File: src/rtl/alu_muldiv.sv
// Execute-stage ALU with iterative RV32M mul/div; base ops, illegal opcodes and div special cases finish after one cycle, others spend XLEN cycles busy.
// Holds its result in DONE until out_ready; while busy in_ready is low and the upstream stage must hold its operation.
module alu_muldiv #(
    parameter int XLEN = 32,
    parameter int SHW  = $clog2(XLEN)
) (
    input  logic            clk,
    input  logic            rst,
    input  logic            in_valid,
    output logic            in_ready,
    input  logic [4:0]      operation,
    input  logic [XLEN-1:0] in_1,
    input  logic [XLEN-1:0] in_2,
    output logic            out_valid,
    input  logic            out_ready,
    output logic [XLEN-1:0] out_result,
    output logic            out_illegal,
    output logic            busy
);

    localparam logic [4:0] OP_ADD    = 5'd0;
    localparam logic [4:0] OP_SUB    = 5'd1;
    localparam logic [4:0] OP_XOR    = 5'd2;
    localparam logic [4:0] OP_OR     = 5'd3;
    localparam logic [4:0] OP_AND    = 5'd4;
    localparam logic [4:0] OP_SLL    = 5'd5;
    localparam logic [4:0] OP_SRL    = 5'd6;
    localparam logic [4:0] OP_SRA    = 5'd7;
    localparam logic [4:0] OP_SLT    = 5'd8;
    localparam logic [4:0] OP_SLTU   = 5'd9;
    localparam logic [4:0] OP_MUL    = 5'd10;
    localparam logic [4:0] OP_MULH   = 5'd11;
    localparam logic [4:0] OP_MULHSU = 5'd12;
    localparam logic [4:0] OP_MULHU  = 5'd13;
    localparam logic [4:0] OP_DIV    = 5'd14;
    localparam logic [4:0] OP_DIVU   = 5'd15;
    localparam logic [4:0] OP_REM    = 5'd16;
    localparam logic [4:0] OP_REMU   = 5'd17;

    localparam logic [XLEN-1:0] MIN_NEG  = {1'b1, {(XLEN-1){1'b0}}};
    localparam logic [SHW-1:0]  CNT_LAST = SHW'(XLEN - 1);

    typedef enum logic [1:0] {S_IDLE, S_BUSY, S_DONE} state_t;

    state_t          state_q;
    logic [SHW-1:0]  cnt_q;
    logic [XLEN-1:0] acc_q, lo_q, opnd_q, result_q;
    logic            neg_q, div_q, hi_q, illegal_q;

    logic            accept;
    logic [SHW-1:0]  shamt;
    logic [XLEN-1:0] base_res;
    logic            md_op, div_op, illegal_op;
    logic            a_signed, b_signed, a_neg, b_neg, st_neg, st_hi;
    logic [XLEN-1:0] a_mag, b_mag;
    logic            div_zero, div_ovf, special;
    logic [XLEN-1:0] special_res;

    assign in_ready    = (state_q == S_IDLE) | ((state_q == S_DONE) & out_ready);
    assign accept      = in_valid & in_ready;
    assign out_valid   = (state_q == S_DONE);
    assign busy        = (state_q == S_BUSY);
    assign out_result  = result_q;
    assign out_illegal = illegal_q;
    assign shamt       = in_2[SHW-1:0];

    always_comb begin
        base_res = '0;
        case (operation)
            OP_ADD:  base_res = in_1 + in_2;
            OP_SUB:  base_res = in_1 - in_2;
            OP_XOR:  base_res = in_1 ^ in_2;
            OP_OR:   base_res = in_1 | in_2;
            OP_AND:  base_res = in_1 & in_2;
            OP_SLL:  base_res = in_1 << shamt;
            OP_SRL:  base_res = in_1 >> shamt;
            OP_SRA:  base_res = $signed(in_1) >>> shamt;
            OP_SLT:  base_res = {{(XLEN-1){1'b0}}, $signed(in_1) < $signed(in_2)};
            OP_SLTU: base_res = {{(XLEN-1){1'b0}}, in_1 < in_2};
            default: base_res = '0;
        endcase
    end

    // Operand magnitudes and result sign for the iterative path.
    assign md_op      = (operation >= OP_MUL) && (operation <= OP_REMU);
    assign div_op     = md_op && (operation >= OP_DIV);
    assign illegal_op = (operation > OP_REMU);
    assign a_signed   = (operation == OP_MULH) || (operation == OP_MULHSU) ||
                        (operation == OP_DIV)  || (operation == OP_REM);
    assign b_signed   = (operation == OP_MULH) || (operation == OP_DIV) || (operation == OP_REM);
    assign a_neg      = a_signed & in_1[XLEN-1];
    assign b_neg      = b_signed & in_2[XLEN-1];
    assign a_mag      = a_neg ? -in_1 : in_1;
    assign b_mag      = b_neg ? -in_2 : in_2;
    assign st_neg     = (operation == OP_REM) ? a_neg : (a_neg ^ b_neg);
    assign st_hi      = (operation == OP_MULH) || (operation == OP_MULHSU) ||
                        (operation == OP_MULHU) || (operation == OP_REM) || (operation == OP_REMU);

    assign div_zero = div_op && (in_2 == '0);
    assign div_ovf  = ((operation == OP_DIV) || (operation == OP_REM)) &&
                      (in_1 == MIN_NEG) && (in_2 == '1);
    assign special  = div_zero || div_ovf;

    always_comb begin
        special_res = '0;
        if (div_zero) begin
            special_res = ((operation == OP_DIV) || (operation == OP_DIVU)) ? '1 : in_1;
        end else if (div_ovf) begin
            special_res = (operation == OP_DIV) ? in_1 : '0;
        end
    end

    // Shift-add multiply keeps {acc,lo} as the running product; restoring divide
    // keeps the partial remainder in acc and shifts quotient bits into lo.
    logic [XLEN:0]     mul_sum;
    logic [XLEN:0]     r_shift, trial;
    logic              ge;
    logic [XLEN-1:0]   acc_d, lo_d, div_sel, div_f;
    logic [2*XLEN-1:0] prod, prod_f;
    logic [XLEN-1:0]   iter_res;

    always_comb begin
        mul_sum = {1'b0, acc_q} + (lo_q[0] ? {1'b0, opnd_q} : '0);
        r_shift = {acc_q, lo_q[XLEN-1]};
        trial   = r_shift - {1'b0, opnd_q};
        ge      = ~trial[XLEN];
        if (div_q) begin
            acc_d = ge ? trial[XLEN-1:0] : r_shift[XLEN-1:0];
            lo_d  = {lo_q[XLEN-2:0], ge};
        end else begin
            acc_d = mul_sum[XLEN:1];
            lo_d  = {mul_sum[0], lo_q[XLEN-1:1]};
        end
        prod     = {acc_d, lo_d};
        prod_f   = neg_q ? -prod : prod;
        div_sel  = hi_q ? acc_d : lo_d;
        div_f    = neg_q ? -div_sel : div_sel;
        iter_res = div_q ? div_f : (hi_q ? prod_f[2*XLEN-1:XLEN] : prod_f[XLEN-1:0]);
    end

    always_ff @(posedge clk) begin
        if (rst) begin
            state_q   <= S_IDLE;
            cnt_q     <= '0;
            acc_q     <= '0;
            lo_q      <= '0;
            opnd_q    <= '0;
            neg_q     <= 1'b0;
            div_q     <= 1'b0;
            hi_q      <= 1'b0;
            result_q  <= '0;
            illegal_q <= 1'b0;
        end else begin
            case (state_q)
                S_BUSY: begin
                    cnt_q <= cnt_q + SHW'(1);
                    acc_q <= acc_d;
                    lo_q  <= lo_d;
                    if (cnt_q == CNT_LAST) begin
                        result_q  <= iter_res;
                        illegal_q <= 1'b0;
                        state_q   <= S_DONE;
                    end
                end
                default: begin
                    if (accept) begin
                        illegal_q <= illegal_op;
                        if (md_op && !special) begin
                            state_q <= S_BUSY;
                            cnt_q   <= '0;
                            acc_q   <= '0;
                            lo_q    <= div_op ? a_mag : b_mag;
                            opnd_q  <= div_op ? b_mag : a_mag;
                            neg_q   <= st_neg;
                            div_q   <= div_op;
                            hi_q    <= st_hi;
                        end else begin
                            state_q  <= S_DONE;
                            result_q <= special ? special_res : base_res;
                        end
                    end else if ((state_q == S_DONE) && out_ready) begin
                        state_q <= S_IDLE;
                    end
                end
            endcase
        end
    end

endmodule

File: config.mk
export PLATFORM = sky130hd
export DESIGN_NAME = alu_muldiv
export DESIGN_NICKNAME = d
export VERILOG_FILES = /design/src/rtl/alu_muldiv.sv
export SDC_FILE = /design/constraint.sdc
export NUM_CORES = 1
export LEC_CHECK = 0
export CAP_MARGIN = 20
export CELL_PAD_IN_SITES_DETAIL_PLACEMENT = 1
export CELL_PAD_IN_SITES_GLOBAL_PLACEMENT = 2
export CORE_MARGIN = 2
export CORE_UTILIZATION = 36
export CTS_CLUSTER_DIAMETER = 100
export DETAILED_ROUTE_END_ITERATION = 12
export MAX_ROUTING_LAYER = met4
export PLACE_DENSITY = 0.81
export RECOVER_POWER = 50
export SYNTH_ARGS = -nofsm -noshare
export SYNTH_HDL_FRONTEND = slang
export SYNTH_SLANG_ARGS = --single-unit
File: constraint.sdc
create_clock -name clk -period 7.8 [get_ports clk]
set_input_delay 0.78 -clock clk [delete_from_list [all_inputs] [get_ports clk]]
set_output_delay 0.78 -clock clk [all_outputs]
set_load 0.01 [all_outputs]
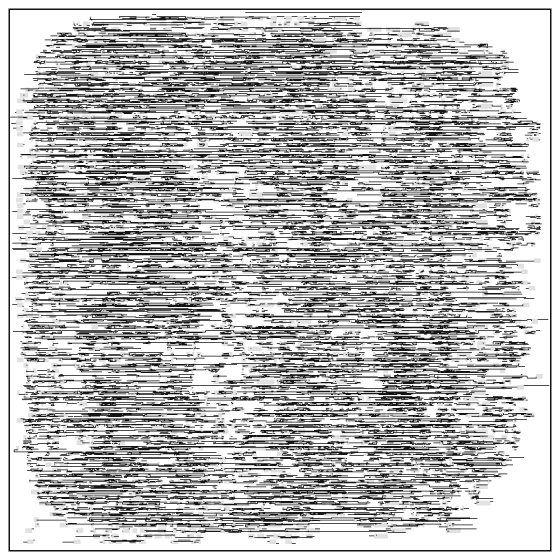
(images/layer_met1.png)
Cells faint in the background.
share of all routed wire: 42%
longest straight run: 111 um
wire length on this layer: 56.3 mm
nets with wire on the layer: 3,646
GRT met1 Usage: 47.57%
DR vias: 29,880

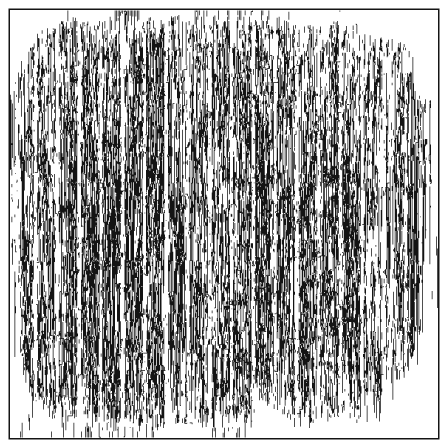
(images/layer_met2.png)
nets with wire on the layer: 3,316
share of all routed wire: 45%
longest straight run: 124 um
wire length on this layer: 60.2 mm
main direction: vertical
M2 GR Usage: 59.78%
final WL: 133,600 um

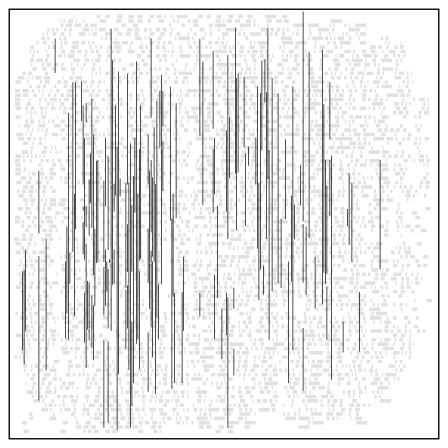
(images/layer_met4.png)
Cells faint in the background.
wire length on this layer: 9,480 um
nets with wire on the layer: 129
main direction: vertical
longest straight run: 188 um

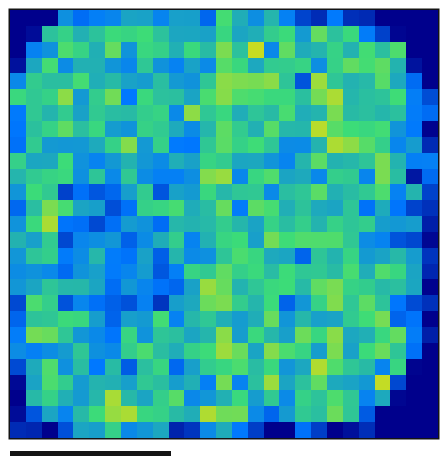
(images/cell_density.png)
The bar under the picture is 100 um long. 27 x 27 tiles, from dark blue (low) to red (high), 0 to 100% covered.
fullest tile: 68%
mean over tiles: 37%
nearly empty tiles: 5.8%

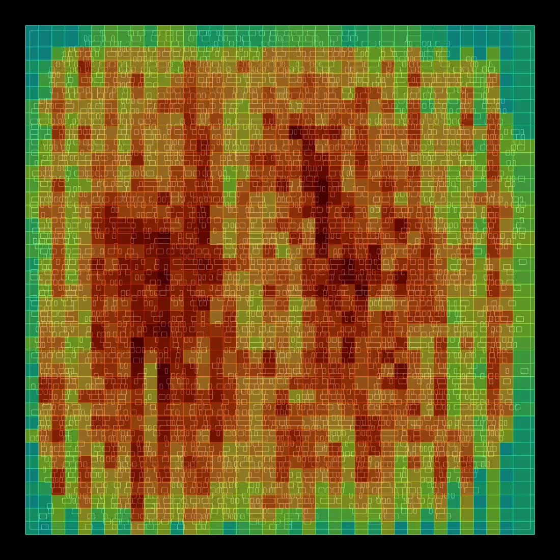
(images/congestion.png)
GRT Util Overall: 37.87%
Final Core Density: 39.64%
GR Util met3: 2.574%
drt wl/cell: 29.32 um
grt peak-use layer: met2

==> job_summary.md <==
### Yosys + OpenROAD results

| Metric | Value |
|---|---|
| Status | finished with violations |
| Failing checks | capacitance limit, slew limit |
| Tap Count | 882 |
| Clock skew | 0.01274 ns |
| Hold WS | 0.4685 ns |
| P_leak | 10.79 nW |
| CTS sink cnt | 139 |
| CP arrival | 7.42 ns |
| Core area | 68,470 um^2 |
| Synth cell count leaders | 462 x nor2_1, 341 x a21oi_1, 335 x nand2_1, 278 x o21ai_0, 184 x clkbuf_1 |
| Clock buffer cells | 18 |
| WP buf/inv | 3 |
| Setup WS post-layout | 0.7309 ns |
| Reg2reg setup slack | 0.73 ns |
| Synthesized area per cell | 6.680 um^2 |
| Layout cells sized above 1 | 6.367% |
| Clock power frac | 23.6% |
| Nonclk buf count | 190 |
| Hold EP | opnd_q[24] |
| Clk ins delay skew pair | 0.46 ns |
| Clock root buffer | clkbuf_16 |
| Dpl cells | 4,524 |
| Gr ovfl total | 0 |
| Wire length on met2 | 60,200 um |
| Final setup fails | 0 |
| Fin. max-slew vios | 122 |
| Max VDD drop | 109.0 uV |
| Most frequent logic cell in the layout | nor2_1 |
| Pwr Total | 3.534 mW |
| CTS tree | yes |
| RSZ-0062 raised after global routing | false |
| Number of max-cap violations | 3 |
==> worst max path at each step <==
stage | slack, ns | to | from | depth (start not counted)
4_1_cts | 0.81 | out_result[18] | lo_q[31] | 25
6_report | 0.73 | out_result[18] | lo_q[31] | 25
3_3_place_gp | 1.05 | out_result[18] | lo_q[31] | 25
5_1_grt | 0.12 | out_result[16] | lo_q[31] | 25
3_5_place_dp | 0.88 | out_result[18] | lo_q[31] | 25
2_1_floorplan | 2.24 | out_result[18] | lo_q[31] | 25
==> power by group through the flow <==
stage               clock, mW  combinational [mW]  sequential [mW]
global placement            0                1.86            0.796
CTS                     0.835                1.88            0.780
finish                  0.834                1.92            0.781
floorplan                   0                1.17            0.777
global route            0.865                2.04            0.783
detailed placement          0                1.87            0.796
Power and IR drop assume default switching activity.
